### config.mk
export PLATFORM = sky130hd
export DESIGN_NAME = hazard_scoreboard_flat
export DESIGN_NICKNAME = d
export VERILOG_FILES = /design/src/rtl/hazard_scoreboard_pkg.sv /design/src/rtl/hazard_scoreboard_if.sv /design/src/rtl/hazard_scoreboard_md_busy_counter.sv /design/src/rtl/hazard_scoreboard.sv /design/src/flat_wrapper.sv
export SDC_FILE = /design/constraint.sdc
export NUM_CORES = 1
export LEC_CHECK = 0
export CAP_MARGIN = 20
export CORE_MARGIN = 4
export CORE_UTILIZATION = 29
export DETAILED_ROUTE_END_ITERATION = 10
export SLEW_MARGIN = 30
export SYNTH_ARGS = -nofsm -noshare
export SYNTH_HDL_FRONTEND = slang
export SYNTH_SLANG_ARGS = --single-unit
### constraint.sdc
create_clock -name clk -period 3.15 [get_ports clk]
set_input_delay 0.4725 -clock clk [delete_from_list [all_inputs] [get_ports clk]]
set_output_delay 0.4725 -clock clk [all_outputs]
set_load 0.005 [all_outputs]
### src/rtl/hazard_scoreboard_pkg.sv
// hazard_pkg: shared constants and types for the P6 hazard scoreboard.
//   - default register-address / Tuse-Tnew widths and MD latencies
//   - TUSE_NONE marks an operand that is not read
//   - Tnew codes for the common producer classes
//   - stage indices into the scoreboard (entry 0 = E)
//   - scoreboard entry layout for the default widths
package hazard_pkg;

    localparam int RAW_DEF      = 5;
    localparam int TW_DEF       = 2;
    localparam int MULT_CYC_DEF = 5;
    localparam int DIV_CYC_DEF  = 10;
    localparam int CW_DEF       = 4;

    // All-ones Tuse: the operand is never read, so it can never stall.
    localparam logic [TW_DEF-1:0] TUSE_NONE = '1;

    // Tnew as seen when the instruction enters E.
    localparam logic [TW_DEF-1:0] TNEW_PC  = 2'd0;
    localparam logic [TW_DEF-1:0] TNEW_ALU = 2'd1;
    localparam logic [TW_DEF-1:0] TNEW_DM  = 2'd2;

    // Scoreboard entry indices; forward select for entry k is k+1.
    localparam int STG_E = 0;
    localparam int STG_M = 1;
    localparam int STG_W = 2;

    typedef struct packed {
        logic                v;
        logic [RAW_DEF-1:0]  dst;
        logic [TW_DEF-1:0]   tnew;
    } sb_entry_t;

endpackage

### src/rtl/hazard_scoreboard_if.sv
// hazard_scoreboard_if: D-stage request and hazard response bundle.
//   master (decode side): drives d_* fields, receives stall / fwd selects / md_busy
//   slave  (scoreboard) : receives d_* fields, drives the responses
//   d_valid, d_rs, d_rt, d_tuse_rs, d_tuse_rt, d_dst, d_tnew,
//   d_md_start, d_md_div, d_md_use  -> scoreboard
//   stall, fwd_rs_sel, fwd_rt_sel, md_busy  <- scoreboard
interface hazard_scoreboard_if
    import hazard_pkg::*;
#(
    parameter int NSTAGE = 3,
    parameter int RAW    = RAW_DEF,
    parameter int TW     = TW_DEF
);

    localparam int SELW = $clog2(NSTAGE + 1);

    logic            d_valid;
    logic [RAW-1:0]  d_rs;
    logic [RAW-1:0]  d_rt;
    logic [TW-1:0]   d_tuse_rs;
    logic [TW-1:0]   d_tuse_rt;
    logic [RAW-1:0]  d_dst;
    logic [TW-1:0]   d_tnew;
    logic            d_md_start;
    logic            d_md_div;
    logic            d_md_use;

    logic            stall;
    logic [SELW-1:0] fwd_rs_sel;
    logic [SELW-1:0] fwd_rt_sel;
    logic            md_busy;

    modport master (
        output d_valid, d_rs, d_rt, d_tuse_rs, d_tuse_rt, d_dst, d_tnew,
               d_md_start, d_md_div, d_md_use,
        input  stall, fwd_rs_sel, fwd_rt_sel, md_busy
    );

    modport slave (
        input  d_valid, d_rs, d_rt, d_tuse_rs, d_tuse_rt, d_dst, d_tnew,
               d_md_start, d_md_div, d_md_use,
        output stall, fwd_rs_sel, fwd_rt_sel, md_busy
    );

endinterface

### src/rtl/hazard_scoreboard_md_busy_counter.sv
// md_busy_counter: tracks how long the mult/div unit stays busy.
//   clk, reset : clock and synchronous active-high reset
//   load       : an MD operation issues this cycle
//   load_div   : the issuing operation is a divide (longer latency)
//   busy       : counter non-zero; HI/LO users must wait
module md_busy_counter
    import hazard_pkg::*;
#(
    parameter int CW       = CW_DEF,
    parameter int MULT_CYC = MULT_CYC_DEF,
    parameter int DIV_CYC  = DIV_CYC_DEF
) (
    input  logic clk,
    input  logic reset,
    input  logic load,
    input  logic load_div,
    output logic busy
);

    logic [CW-1:0] md_cnt;

    // A new issue reloads the full latency even if a previous op is still
    // counting down; otherwise count toward zero and hold there.
    always_ff @(posedge clk) begin
        if (reset) begin
            md_cnt <= '0;
        end else if (load) begin
            md_cnt <= load_div ? CW'(DIV_CYC) : CW'(MULT_CYC);
        end else if (md_cnt != '0) begin
            md_cnt <= md_cnt - 1'b1;
        end
    end

    assign busy = (md_cnt != '0);

endmodule

### src/rtl/hazard_scoreboard.sv
// hazard_scoreboard: D-stage stall and forward-select generation.
//   clk, reset : clock and synchronous active-high reset
//   hz (slave) : D-stage operands/destination/Tuse/Tnew and MD flags in,
//                stall, fwd_rs_sel, fwd_rt_sel, md_busy out
// Every in-flight instruction past D occupies one scoreboard entry
// (0 = E, 1 = M, 2 = W, ...) holding {valid, dst, remaining Tnew}.
// Forward select k+1 means "take the value from entry k"; 0 = register file.
module hazard_scoreboard
    import hazard_pkg::*;
#(
    parameter int NSTAGE   = 3,
    parameter int RAW      = RAW_DEF,
    parameter int TW       = TW_DEF,
    parameter int MULT_CYC = MULT_CYC_DEF,
    parameter int DIV_CYC  = DIV_CYC_DEF,
    parameter int CW       = CW_DEF
) (
    input  logic clk,
    input  logic reset,
    hazard_scoreboard_if.slave hz
);

    localparam int SELW = $clog2(NSTAGE + 1);
    localparam logic [TW-1:0] TUSE_UNUSED = {TW{1'b1}};

    typedef struct packed {
        logic           v;
        logic [RAW-1:0] dst;
        logic [TW-1:0]  tnew;
    } entry_t;

    entry_t           sb_q    [NSTAGE];
    entry_t           sb_next [NSTAGE];
    logic [NSTAGE-1:0] match_rs;
    logic [NSTAGE-1:0] match_rt;

    logic            rs_hit, rt_hit;
    logic [TW-1:0]   rs_tnew, rt_tnew;
    logic [SELW-1:0] rs_sel, rt_sel;
    logic            stall_rs, stall_rt, stall_md;
    logic            stall_int;
    logic            md_busy_int;
    logic            md_issue;

    // Per-entry next state and operand matches. Entry 0 takes the D
    // instruction (or a bubble when stalling / empty); later entries shift
    // down with Tnew saturating at zero.
    for (genvar k = 0; k < NSTAGE; k++) begin : g_stage
        if (k == 0) begin : g_head
            assign sb_next[k].v    = hz.d_valid && !stall_int && (hz.d_dst != '0);
            assign sb_next[k].dst  = (hz.d_valid && !stall_int) ? hz.d_dst  : '0;
            assign sb_next[k].tnew = (hz.d_valid && !stall_int) ? hz.d_tnew : '0;
        end else begin : g_shift
            assign sb_next[k].v    = sb_q[k-1].v;
            assign sb_next[k].dst  = sb_q[k-1].dst;
            assign sb_next[k].tnew = (sb_q[k-1].tnew == '0) ? '0 : sb_q[k-1].tnew - 1'b1;
        end

        assign match_rs[k] = sb_q[k].v && (sb_q[k].dst == hz.d_rs) && (hz.d_rs != '0);
        assign match_rt[k] = sb_q[k].v && (sb_q[k].dst == hz.d_rt) && (hz.d_rt != '0);
    end

    // Scoreboard register; the oldest entry simply falls off the end.
    always_ff @(posedge clk) begin
        if (reset) begin
            for (int k = 0; k < NSTAGE; k++) begin
                sb_q[k] <= '0;
            end
        end else begin
            for (int k = 0; k < NSTAGE; k++) begin
                sb_q[k] <= sb_next[k];
            end
        end
    end

    // Youngest-match priority: scan oldest to youngest so the lowest index
    // overwrites, shadowing stale writes of the same register further down.
    always_comb begin
        rs_hit  = 1'b0;
        rs_tnew = '0;
        rs_sel  = '0;
        rt_hit  = 1'b0;
        rt_tnew = '0;
        rt_sel  = '0;
        for (int k = NSTAGE - 1; k >= 0; k--) begin
            if (match_rs[k]) begin
                rs_hit  = 1'b1;
                rs_tnew = sb_q[k].tnew;
                rs_sel  = SELW'(k + 1);
            end
            if (match_rt[k]) begin
                rt_hit  = 1'b1;
                rt_tnew = sb_q[k].tnew;
                rt_sel  = SELW'(k + 1);
            end
        end
    end

    // A producer whose value is not ready by the time the consumer needs it
    // forces a stall; a ready one (tnew 0) is forwarded from its entry.
    assign stall_rs  = rs_hit && (hz.d_tuse_rs != TUSE_UNUSED) && (rs_tnew > hz.d_tuse_rs);
    assign stall_rt  = rt_hit && (hz.d_tuse_rt != TUSE_UNUSED) && (rt_tnew > hz.d_tuse_rt);
    assign stall_md  = hz.d_md_use && md_busy_int;
    assign stall_int = hz.d_valid && (stall_rs || stall_rt || stall_md);

    assign md_issue = hz.d_valid && hz.d_md_start && !stall_int;

    md_busy_counter #(
        .CW       (CW),
        .MULT_CYC (MULT_CYC),
        .DIV_CYC  (DIV_CYC)
    ) u_md_busy_counter (
        .clk      (clk),
        .reset    (reset),
        .load     (md_issue),
        .load_div (hz.d_md_div),
        .busy     (md_busy_int)
    );

    assign hz.stall      = stall_int;
    assign hz.fwd_rs_sel = (rs_hit && rs_tnew == '0) ? rs_sel : '0;
    assign hz.fwd_rt_sel = (rt_hit && rt_tnew == '0) ? rt_sel : '0;
    assign hz.md_busy    = md_busy_int;

endmodule

### src/flat_wrapper.sv
// flat-port wrapper written by rule: the top's interface ports become plain ports
module hazard_scoreboard_flat import hazard_pkg::*;
#(
    parameter int NSTAGE   = 3,
    parameter int RAW      = RAW_DEF,
    parameter int TW       = TW_DEF,
    parameter int MULT_CYC = MULT_CYC_DEF,
    parameter int DIV_CYC  = DIV_CYC_DEF,
    parameter int CW       = CW_DEF
)
  (clk, reset, hz_d_valid, hz_d_rs, hz_d_rt, hz_d_tuse_rs, hz_d_tuse_rt, hz_d_dst, hz_d_tnew, hz_d_md_start, hz_d_md_div, hz_d_md_use, hz_stall, hz_fwd_rs_sel, hz_fwd_rt_sel, hz_md_busy);
  hazard_scoreboard_if #(.NSTAGE(NSTAGE), .RAW(RAW), .TW(TW)) hz_i ();
  input  logic clk;
  input  logic reset;
  input wire logic [$bits(hz_i.d_valid)-1:0] hz_d_valid;
  input wire logic [$bits(hz_i.d_rs)-1:0] hz_d_rs;
  input wire logic [$bits(hz_i.d_rt)-1:0] hz_d_rt;
  input wire logic [$bits(hz_i.d_tuse_rs)-1:0] hz_d_tuse_rs;
  input wire logic [$bits(hz_i.d_tuse_rt)-1:0] hz_d_tuse_rt;
  input wire logic [$bits(hz_i.d_dst)-1:0] hz_d_dst;
  input wire logic [$bits(hz_i.d_tnew)-1:0] hz_d_tnew;
  input wire logic [$bits(hz_i.d_md_start)-1:0] hz_d_md_start;
  input wire logic [$bits(hz_i.d_md_div)-1:0] hz_d_md_div;
  input wire logic [$bits(hz_i.d_md_use)-1:0] hz_d_md_use;
  output wire logic [$bits(hz_i.stall)-1:0] hz_stall;
  output wire logic [$bits(hz_i.fwd_rs_sel)-1:0] hz_fwd_rs_sel;
  output wire logic [$bits(hz_i.fwd_rt_sel)-1:0] hz_fwd_rt_sel;
  output wire logic [$bits(hz_i.md_busy)-1:0] hz_md_busy;
  assign hz_i.d_valid = hz_d_valid;
  assign hz_i.d_rs = hz_d_rs;
  assign hz_i.d_rt = hz_d_rt;
  assign hz_i.d_tuse_rs = hz_d_tuse_rs;
  assign hz_i.d_tuse_rt = hz_d_tuse_rt;
  assign hz_i.d_dst = hz_d_dst;
  assign hz_i.d_tnew = hz_d_tnew;
  assign hz_i.d_md_start = hz_d_md_start;
  assign hz_i.d_md_div = hz_d_md_div;
  assign hz_i.d_md_use = hz_d_md_use;
  assign hz_stall = hz_i.stall;
  assign hz_fwd_rs_sel = hz_i.fwd_rs_sel;
  assign hz_fwd_rt_sel = hz_i.fwd_rt_sel;
  assign hz_md_busy = hz_i.md_busy;
  hazard_scoreboard #(.NSTAGE(NSTAGE), .RAW(RAW), .TW(TW), .MULT_CYC(MULT_CYC), .DIV_CYC(DIV_CYC), .CW(CW)) u_core (.clk(clk), .reset(reset), .hz(hz_i));
endmodule
==> flow_metrics.tcl <==
# metrics dict for downstream scripts
set metrics [dict create \
    outcome "finished with violations" \
    drt_iter0_markers 43 \
    p_leak_nw 1.01 \
    rsz0062_at_grt "true" \
    fin_crit_sh_pct 103 \
    period_needed_ns 3.24 \
    n_antenna_cell 0 \
    num-fill-cells 583 \
    clock_path_buffers 2 \
    criticalPathCategory "input port to output port" \
    cap_viol_max_count 0 \
    startpoint "hz_d_rt[3]" \
    dp_hpwl_um 3180 \
    place_congestion 0.854 \
    fin_ws_ns -0.0870 \
    grt_usage_pct 11.4 \
    warning_count 29 \
    num-nets-final 293 \
    ys_ff 28 \
    ff_type "dfxtp_1" \
    seq_area_frac_synth_pct 33.0 \
    ys_warn_count 0 \
    finalSetupViolCount 1 \
    hold_viol 0 \
    critPathMaxFanout 4 \
    cts-root-buf "clkbuf_8" \
    violations "setup timing" \
    cts_tree "built" \
    slew_violations 0 \
]
cell type report:
type | count | area, um^2 | share of cell area, %
clock buffer | 3 | 41.3 | 1.59
inverter | 14 | 52.6 | 2.02
tap | 72 | 90.1 | 3.46
sequential | 28 | 567 | 21.8
multi-input combinational | 138 | 1250 | 47.9
timing repair buffer | 73 | 607 | 23.3
critical path: stages:
cell and delay, ns:
buf_2 0.11, or4_4 0.55, nor2_4 0.18, buf_4 0.15
nor4b_2 0.04, mux2i_1 0.16, o21ai_2 0.08, inv_1 0.10
ha_4 0.20, a221oi_2 0.22, buf_4 0.15, o31ai_4 0.07
a31oi_1 0.14, buf_2 0.14
what timing repair did:
action / CTS / global route
resized: 63 / 25
setup endpoints to repair: 17 / 14
setup buffers: 9 / 1
pin swaps: 20 / 20
logic make-up after synthesis:
kind of cell	Yosys count	share of synthesized area (%)
xor gates and xnor gates	32	16.5
AOI/OAI and AO/OA	18	8.54
DFF	28	33.0
and+or+nand+nor	76	29.5
buffers and inverters	18	4.20
adders and majority gates	8	5.89
muxes	4	2.36
routing by layer:
layer  share of wire, %  vias to the layer above  global-route usage [%]
met5                  0                        -                       0
met3                5.0                        2                    2.65
met2                 44                       28                    18.0
li1                   -                      778                       -
met4               0.56                        0                    2.88
met1                 50                      685                    15.7
power breakdown:
part           internal, W  total, W  switching, W
logic             0.000192  0.000358      0.000167
registers         0.000398  0.000433     0.0000352
clock network    0.0000858  0.000189      0.000104
total             0.000675  0.000981      0.000306
metrics by stage:
stage / cell area (um^2) / setup TNS, ns
after detailed placement: 2320 / -7.31
final: 2610 / -0.0870
after global placement: 2320 / -6.71
after global routing: 2610 / -0.251
after floorplan: 1700 / 0
after CTS: 2470 / -0.132
final timing paths:
path | endpoint | cells past startpoint
hold reg to reg | u_core.sb_q[0][21] | 1
setup / recovery | hz_stall | 14
setup reg to reg | u_core.u_md_busy_counter.md_cnt[2] | 15
hold / removal | u_core.sb_q[0][21] | 1
state kept, by name, summed over array words and instances, names as in the netlist:
name,flops
u_core.u_md_busy_counter.md_cnt,4
u_core.sb_q,24
placed cells by master (no fill, tap or decap), drive strengths merged:
cell / n
buf: 51
dfxtp: 28
xnor2: 28
clkdlybuf4s50: 18
nor2b: 15
inv: 14
nor3: 11
nor2: 10
nand2: 9
nand4: 8
and2: 8
ha: 8
o31ai: 5
nor4b: 4
xor2: 4
mux2i: 4
o21ai: 4
clkbuf: 4
nor4: 4
a21oi: 4
dlygate4sd2: 3
or4: 3
a221oi: 2
and3: 2
a31oi: 1
or3: 1
and4: 1
o21a: 1
o41ai: 1
Figure 1. Pin placement.
Pins as bars across the die edge, other pins in gray.
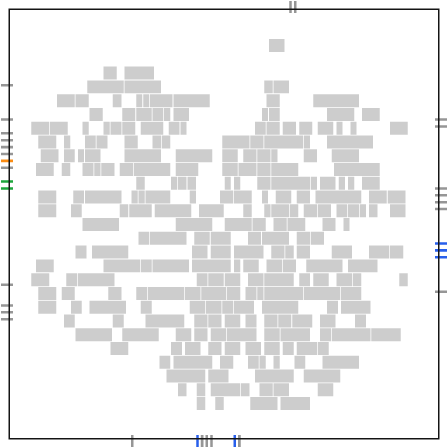
Key: blue = `hz_d_rs` [pins 5, direction input, edge 3 right, 2 bottom]; green = `hz_d_tnew` [pins 2, direction input, edge left]; orange = `hz_d_md_start` [pins 1, direction input, edge left]
Die Span Y: 84.5 um
IO buf count: 32

Figure 2. Cell outlines without signal wires.
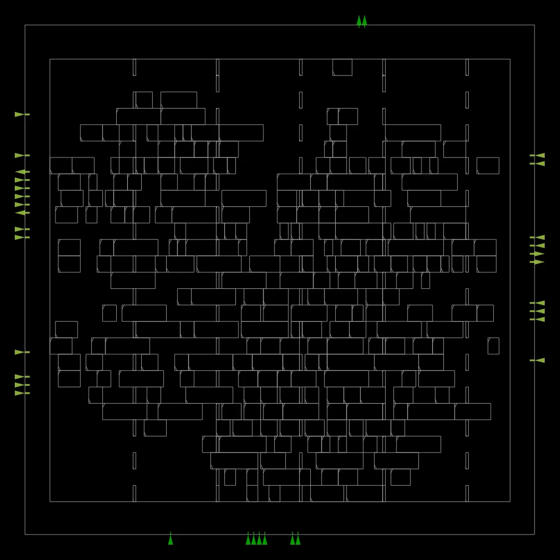
fin cells: 328
flip-flops: 28
core area: 0.00561 mm^2

Figure 3. Clock wires, drivers and flops.
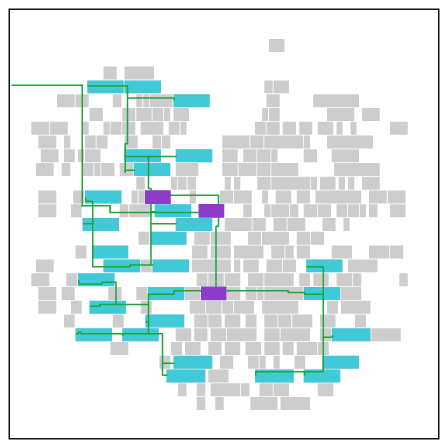
Key: purple = clock drivers [count 3]; green = clock wires [length 346 um]; cyan = flip-flops [count 28]
There are 4 routed clock nets.
Power Clock: 0.000189 W
clock latency on the worst-skew pair: 0.27 ns

Figure 4. Wiring by layer.
The bar under the picture is 20 um long.
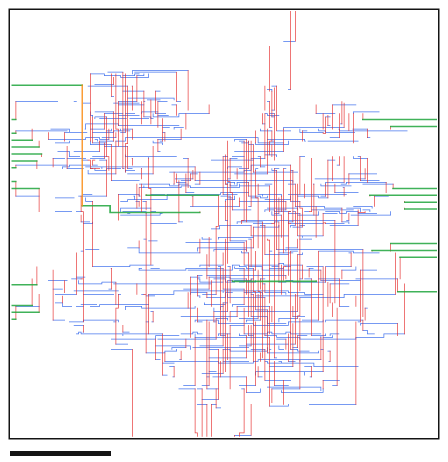
Key: red = metal 2 [wire length 1,830 um]; blue = metal 1 [wire length 2,070 um]; green = metal 3 [wire length 206 um]; orange = metal 4 [wire length 23.8 um]
DR vias: 1,493
DR WL/cell: 12.6 um

Power is estimated from default activity; no workload was simulated.
